## config.mk

```make
export PLATFORM = sky130hd
export DESIGN_NAME = jk_excitation_writer
export DESIGN_NICKNAME = d
export VERILOG_FILES = /design/src/rtl/jk_pkg.sv /design/src/rtl/jk_excite.sv /design/src/rtl/jk_excitation_writer.sv
export SDC_FILE = /design/constraint.sdc
export NUM_CORES = 1
export LEC_CHECK = 0
export CELL_PAD_IN_SITES_DETAIL_PLACEMENT = 0
export CELL_PAD_IN_SITES_GLOBAL_PLACEMENT = 1
export CORE_MARGIN = 5
export CORE_UTILIZATION = 41
export DETAILED_ROUTE_END_ITERATION = 6
export GPL_TIMING_DRIVEN = 0
export PLACE_DENSITY = 0.89
export SLEW_MARGIN = 5
export SYNTH_ARGS = -nofsm -noshare
export SYNTH_HDL_FRONTEND = slang
export SYNTH_SLANG_ARGS = --single-unit
```

## constraint.sdc

```tcl
create_clock -name Clk -period 2.8 [get_ports Clk]
set_clock_uncertainty 0.1 [all_clocks]
set_input_delay 0.84 -clock Clk [delete_from_list [all_inputs] [get_ports Clk]]
set_output_delay 0.84 -clock Clk [all_outputs]
set_load 0.01 [all_outputs]
```

## src/rtl/jk_pkg.sv

```systemverilog
// Shared definitions for the JK excitation writer and the reusable excitation table.
package jk_pkg;

    // Request operation encodings carried on Req_Op.
    typedef enum logic [1:0] {
        OP_LOAD = 2'b00,
        OP_SET  = 2'b01,
        OP_CLR  = 2'b10,
        OP_TGL  = 2'b11
    } jk_op_e;

    // Write sequencer states.
    typedef enum logic [1:0] {
        S_IDLE   = 2'b00,
        S_DRIVE  = 2'b01,
        S_VERIFY = 2'b10
    } jk_state_e;

    // Excitation cases, indexed by {current Q, target Q} of one flip-flop.
    localparam logic [1:0] EXC_STAY0 = 2'b00;  // 0 -> 0
    localparam logic [1:0] EXC_RISE  = 2'b01;  // 0 -> 1
    localparam logic [1:0] EXC_FALL  = 2'b10;  // 1 -> 0
    localparam logic [1:0] EXC_STAY1 = 2'b11;  // 1 -> 1

    localparam int unsigned RETRY_W = 3;

endpackage

```

## src/rtl/jk_excite.sv

```systemverilog
// Combinational JK excitation table: per bit, the J/K pair that moves cur to tgt.
// Don't-care positions are driven with DONT_CARE_VAL; either value is correct.
module jk_excite
    import jk_pkg::*;
#(
    parameter int unsigned WIDTH         = 8,
    parameter bit          DONT_CARE_VAL = 1'b0
) (
    input  logic [WIDTH-1:0] cur_i,
    input  logic [WIDTH-1:0] tgt_i,
    output logic [WIDTH-1:0] j_o,
    output logic [WIDTH-1:0] k_o
);

    // Per-bit lookup of the excitation table.
    always_comb begin
        j_o = '0;
        k_o = '0;
        for (int i = 0; i < int'(WIDTH); i++) begin
            case ({cur_i[i], tgt_i[i]})
                EXC_STAY0: begin
                    j_o[i] = 1'b0;
                    k_o[i] = DONT_CARE_VAL;
                end
                EXC_RISE: begin
                    j_o[i] = 1'b1;
                    k_o[i] = DONT_CARE_VAL;
                end
                EXC_FALL: begin
                    j_o[i] = DONT_CARE_VAL;
                    k_o[i] = 1'b1;
                end
                EXC_STAY1: begin
                    j_o[i] = DONT_CARE_VAL;
                    k_o[i] = 1'b0;
                end
                default: begin
                    j_o[i] = 1'b0;
                    k_o[i] = 1'b0;
                end
            endcase
        end
    end

endmodule

```

## src/rtl/jk_excitation_writer.sv

```systemverilog
// Write-side driver for a JK flip-flop register bank: computes the target word,
// drives one excitation cycle, verifies the readback and retries on mismatch.
module jk_excitation_writer
    import jk_pkg::*;
#(
    parameter int unsigned WIDTH         = 8,
    parameter bit          DONT_CARE_VAL = 1'b0,
    parameter int unsigned MAX_RETRY     = 2
) (
    input  logic             Clk,
    input  logic             Reset,
    input  logic             Req_Valid,
    output logic             Req_Ready,
    input  logic [1:0]       Req_Op,
    input  logic [WIDTH-1:0] Req_Data,
    input  logic [WIDTH-1:0] Q_In,
    output logic [WIDTH-1:0] J,
    output logic [WIDTH-1:0] K,
    output logic             Busy,
    output logic             Done,
    output logic             Err
);

    localparam logic [RETRY_W-1:0] MAX_RETRY_C = RETRY_W'(MAX_RETRY);

    jk_state_e          state_q, state_d;
    logic [WIDTH-1:0]   target_q, target_d;
    logic [RETRY_W-1:0] retry_q, retry_d;
    logic [WIDTH-1:0]   j_q, j_d;
    logic [WIDTH-1:0]   k_q, k_d;
    logic               busy_q, busy_d;
    logic               done_q, done_d;
    logic               err_q, err_d;

    logic [WIDTH-1:0]   req_target_s;
    logic [WIDTH-1:0]   exc_tgt_s;
    logic [WIDTH-1:0]   exc_j_s;
    logic [WIDTH-1:0]   exc_k_s;

    // Target word for an incoming request, built from the current readback.
    always_comb begin
        req_target_s = Req_Data;
        case (jk_op_e'(Req_Op))
            OP_LOAD: req_target_s = Req_Data;
            OP_SET:  req_target_s = Q_In | Req_Data;
            OP_CLR:  req_target_s = Q_In & ~Req_Data;
            OP_TGL:  req_target_s = Q_In ^ Req_Data;
            default: req_target_s = Req_Data;
        endcase
    end

    // A fresh request excites towards its new target; a retry reuses the latched one.
    always_comb begin
        if (state_q == S_IDLE) begin
            exc_tgt_s = req_target_s;
        end else begin
            exc_tgt_s = target_q;
        end
    end

    jk_excite #(
        .WIDTH         (WIDTH),
        .DONT_CARE_VAL (DONT_CARE_VAL)
    ) u_excite (
        .cur_i (Q_In),
        .tgt_i (exc_tgt_s),
        .j_o   (exc_j_s),
        .k_o   (exc_k_s)
    );

    // Sequencer next state and next registered outputs.
    always_comb begin
        state_d  = state_q;
        target_d = target_q;
        retry_d  = retry_q;
        j_d      = '0;
        k_d      = '0;
        done_d   = 1'b0;
        err_d    = 1'b0;
        case (state_q)
            S_IDLE: begin
                if (Req_Valid) begin
                    target_d = req_target_s;
                    retry_d  = '0;
                    j_d      = exc_j_s;
                    k_d      = exc_k_s;
                    state_d  = S_DRIVE;
                end else begin
                    state_d  = S_IDLE;
                end
            end
            S_DRIVE: begin
                state_d = S_VERIFY;
            end
            S_VERIFY: begin
                if (Q_In == target_q) begin
                    done_d  = 1'b1;
                    state_d = S_IDLE;
                end else if (retry_q < MAX_RETRY_C) begin
                    retry_d = retry_q + 3'd1;
                    j_d     = exc_j_s;
                    k_d     = exc_k_s;
                    state_d = S_DRIVE;
                end else begin
                    err_d   = 1'b1;
                    state_d = S_IDLE;
                end
            end
            default: begin
                state_d = S_IDLE;
            end
        endcase
        busy_d = (state_d != S_IDLE);
    end

    // State and output registers with synchronous reset that aborts any write.
    always_ff @(posedge Clk) begin
        if (Reset) begin
            state_q  <= S_IDLE;
            target_q <= '0;
            retry_q  <= '0;
            j_q      <= '0;
            k_q      <= '0;
            busy_q   <= 1'b0;
            done_q   <= 1'b0;
            err_q    <= 1'b0;
        end else begin
            state_q  <= state_d;
            target_q <= target_d;
            retry_q  <= retry_d;
            j_q      <= j_d;
            k_q      <= k_d;
            busy_q   <= busy_d;
            done_q   <= done_d;
            err_q    <= err_d;
        end
    end

    assign Req_Ready = (state_q == S_IDLE);
    assign J         = j_q;
    assign K         = k_q;
    assign Busy      = busy_q;
    assign Done      = done_q;
    assign Err       = err_q;

endmodule

```

### Floorplan with the power grid

Scale bar: 20 um. Pins as bars on the die edge.
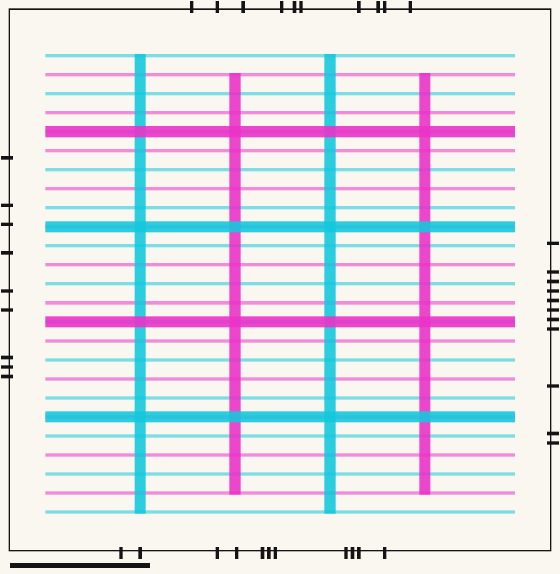
[VSS] cyan
[VDD] magenta
rows: 24
met1 rails: 25
met5 straps: 4
signal pins: 41
Core ar.: 4380 um^2
Chip Width: 77.3 um
chip height: 77.3 um

### Signal wires on met2

Scale bar: 20 um.
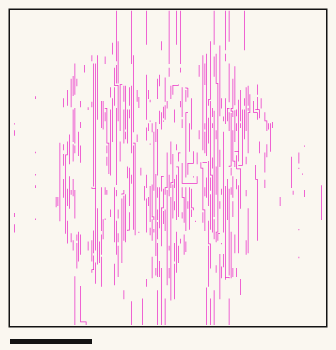
nets with wire on the layer: 226
main direction: vertical
longest straight run: 45.6 um
total via count in the routed design: 1522
global-route track usage on met2: 26.0%

==> summary.txt <==
Flow results.

- The flow ran to the end, and the final reports show no timing, DRC or antenna violations.
- The final number of hold-violating endpoints is 0.
- Per the run summary, max-cap violations total 0.
- The number of remaining DRC errors is 0.
- The initial antenna violation count came to 0.
- The main flop type is dfxtp_1.
- In the final routed layout, each cell accounts on average for between 15 and 20 um.
- Measured on the finished design, the core utilization comes to between 50% and 60%.
- The clock tree root driver cell is clkbuf_8.
- For the finished layout, the period the worst path requires is between 2 and 3 ns.
- The synthesis run shows the most used standard cells to be dfxtp_1 (32), inv_1 (25), nand2_1 (19).
- No sink is reached through more buffers than the 2 on the longest clock path.
- The largest driver fanout on the critical path is 10.
- Sorting the synthesized cells by area gives the leading types as dfxtp_1 (35%), ha_1 (11%), mux4_2 (9.7%), a211oi_2 (5.4%), inv_1 (5.1%).
- The floorplan report gives the top-level pin count as roughly 41.
- The number of port buffers is 37.
- The end-of-flow timing check tallies setup violations at 0.
- The worst-margin pin slew is about 0.52 ns.
- The worst endpoint data arrival time is 2.72 ns.
- For the worst setup path, the data required time is between 2 and 3 ns.
- The final weighted congestion recorded by global placement is 0.838.
- Entering global routing, the biggest net connects 11 pins.
- Max-slew check failures listed in the final report amount to 0.
- The startpoint kind of the worst setup timing path is a primary input.
- The cell count after placement is approximately 280.
- The die covers 5970 um^2.
- The worst slack after detailed placement is -0.145 ns.
- The hold buffer count at CTS is 0.
- The final antenna diode tally reported by the flow is 0.
- The largest total area in the synthesized netlist belongs to dfxtp_1.
- The synthesis log from Yosys contains 0 warnings.
- The post-synthesis to final-layout area growth is 29.9%.
- The global routing stage identified its most utilized layer as met2.
- The floorplan net count is 231.
- The core utilization at floorplan is a little over two fifths.
- The detailed placer's ending HPWL is around 3100 um.
- The worst flop-to-flop path startpoint is target_q[6].
- The yosys cell count is 193.
- In the post-route analysis, the smallest setup slack over all paths is ~0.13 ns.
- The number of distinct library cell variants in the gate-level netlist after synthesis is 27.
- After synthesis the cells add up to ~1900 um^2.
- The fraction of synthesis flops using an asynchronous set or reset pin is 0%.
- The via density per instance is around 5.2.
- The number of global-route vias before repair is 1602.
- The all-layer global routing usage is ~16%.
- The remaining max-slew budget at the tightest pin is 65.1%.
- Note that the worst hold path type here is flip-flop to flip-flop.
- The post-place instance area is 2290 um^2.
- The worst setup path is of the primary input to flip-flop kind.
- Clock-pin slew was measured on the worst setup and hold paths at ~0.070 ns.
- The summed area of non-filler cells in the final layout is between 2000 and 2500 um^2.
- The proportion of layout cells with a drive suffix above 1 is roughly 15%.
- The fraction of the cycle the final worst path needs is between 90% and 100%.
- The first routing iteration left ~94 violations.
- The top cell type by instance count after synthesis is dfxtp_1.
- The number of nets with antenna violations after detailed routing is 0.
- The total grt overflow is 0.
- STA classifies the critical path endpoint as a flip-flop.
- The post-synth count of flops with an enable pin is 0.
- TritonCTS built the clock tree.
- Warnings raised by the tools during the run amount to 34.
- The overall power consumption is 1.16 mW.
- The worst supply voltage drop on vdd is a little over 0.0002 V.
- The global routing usage on met1 is around a fifth.
- The final layout net count is between 200 and 300.
- The number of standard cells in the final layout excluding fillers is just under 300.
- Per the hold report, the tightest min-delay path originates at target_q[0].
- The gate count of the mapped netlist is a little under 200.
- The stat command in Yosys gives a chip area of about 1900 um^2.
- The first global-routing pass estimated between 7000 and 8000 um of wire.
- Per the synth log, the flip-flop and latch total comes to 32.
- The power density over the cells is 483 nW/um^2.
- Of the post-synthesis cell area, the dominant cell type holds 34.5%.
- The row count is 24.
- The timing startpoint of the critical path is Q_In[6].
- Setup repair after global routing left no endpoint under its margin.
- The sequential cell area fraction in the yosys report is between 30% and 40%.
- The H-tree depth reported by CTS is 2.
- The synthesized area divided by synthesized cell count is 9.61 um^2.
- Per the OpenROAD power report, leakage power amounts to around 1.0 nW.
- For this run, the top clock speed supported by timing is around 370 MHz.
- The iteration count recorded for the first detailed-route pass is 7.
### The metal 3 layer

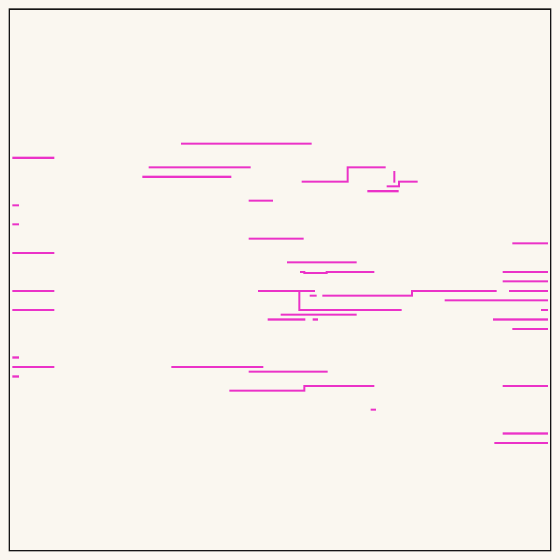
longest straight run: 18.4 um
share of all routed wire: 7.1%
main direction: horizontal
nets with wire on the layer: 34
met3 layer usage reported by global route: 3.16%
Total Routed Length: 4410 um

### Clock wiring as the flow saved it

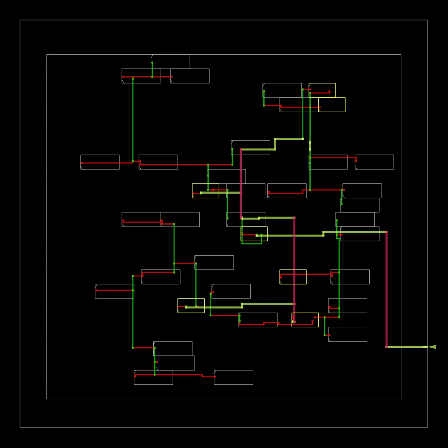
worst skew pair latency: 0.29 ns
flip-flop and latch count: 32
TritonCTS buffer count: 5
CTS sink cnt: 32

==> power by group <==
| part | internal [mW] | total [mW] | switching, mW |
|---|---|---|---|
| logic | 0.138 | 0.278 | 0.140 |
| registers | 0.481 | 0.496 | 0.0143 |
| clock network | 0.219 | 0.389 | 0.170 |
==> through the flow <==
stage	hold WS [ns]	setup TNS [ns]
after floorplan	0.358	0
after global placement	0.369	-0.814
after detailed placement	0.373	-0.884
after CTS	0.383	0
after global routing	0.401	0
final	0.382	0
==> worst max-delay path, stage by stage <==
cell and delay (ns):
clkdlybuf4s50_1 0.55, xnor2_1 0.16, nand4_1 0.27, o21ai_2 0.51, buf_6 0.25, o311ai_1 0.13
==> final timing paths <==
check                      to  slack [ns]  cells after the start
setup reg to reg         Busy        0.87                      5
hold / removal    target_q[0]        0.38                      2
setup / recovery         Busy        0.13                      6
hold reg to reg   target_q[0]        0.38                      2
==> routing by layer <==
layer	vias up	routed length [um]
li1	763	-
met3	10	313
met5	-	0
met1	695	1900
met4	0	57
met2	54	2140
==> cells in the final DEF, fill, tap and decap left out, types with 10 or more instances in the layout <==
| cell | synthesis | final |
|---|---|---|
| inv_1 | 25 | 25 |
| ha_1 | 17 | 17 |
| nand2_1 | 19 | 19 |
| o21ai_0 | 10 | 10 |
| nor2_1 | 13 | 13 |
| clkdlybuf4s50_1 | 0 | 37 |
| dfxtp_1 | 32 | 32 |
==> registers in the layout, summed over array words and instances, names as in the netlist <==
name and count:
target_q 8, Done 1, state_q 2, Err 1, retry_q 3, K 8
J 8, Busy 1
==> what timing repair did <==
item	4_1_cts	5_1_grt
setup endpoints to repair	1	1
buffers inserted	0	2
cloned	0	0
gates resized	2	0
pin swaps	0	1
==> final cells by class <==
cell class / count / area [um^2]
plain buffers: 11 / 71.3
well taps: 52 / 65.1
repair buffers: 39 / 385
inverters: 25 / 93.8
clock buffers: 7 / 96.3
flip-flops and latches: 32 / 641
multi-input cells: 125 / 1060
fillers: 412 / 1980
==> cell families (layout without fill, tap and decap cells) <==
| kind of cell | Yosys count | after routing | share of synthesized area [%] |
|---|---|---|---|
| flip-flops | 32 | 32 | 34.5 |
| adder cells (fa/ha/maj) | 17 | 17 | 11.5 |
| buffers and inverters | 36 | 82 | 8.77 |
| AND/OR/NAND/NOR | 50 | 50 | 12.5 |
| AND-OR/OR-AND | 41 | 41 | 18.6 |
| XOR/XNOR | 8 | 8 | 3.78 |
| multiplexers | 9 | 9 | 10.3 |
No activity file was given, so power comes from the tool's default toggle rates.
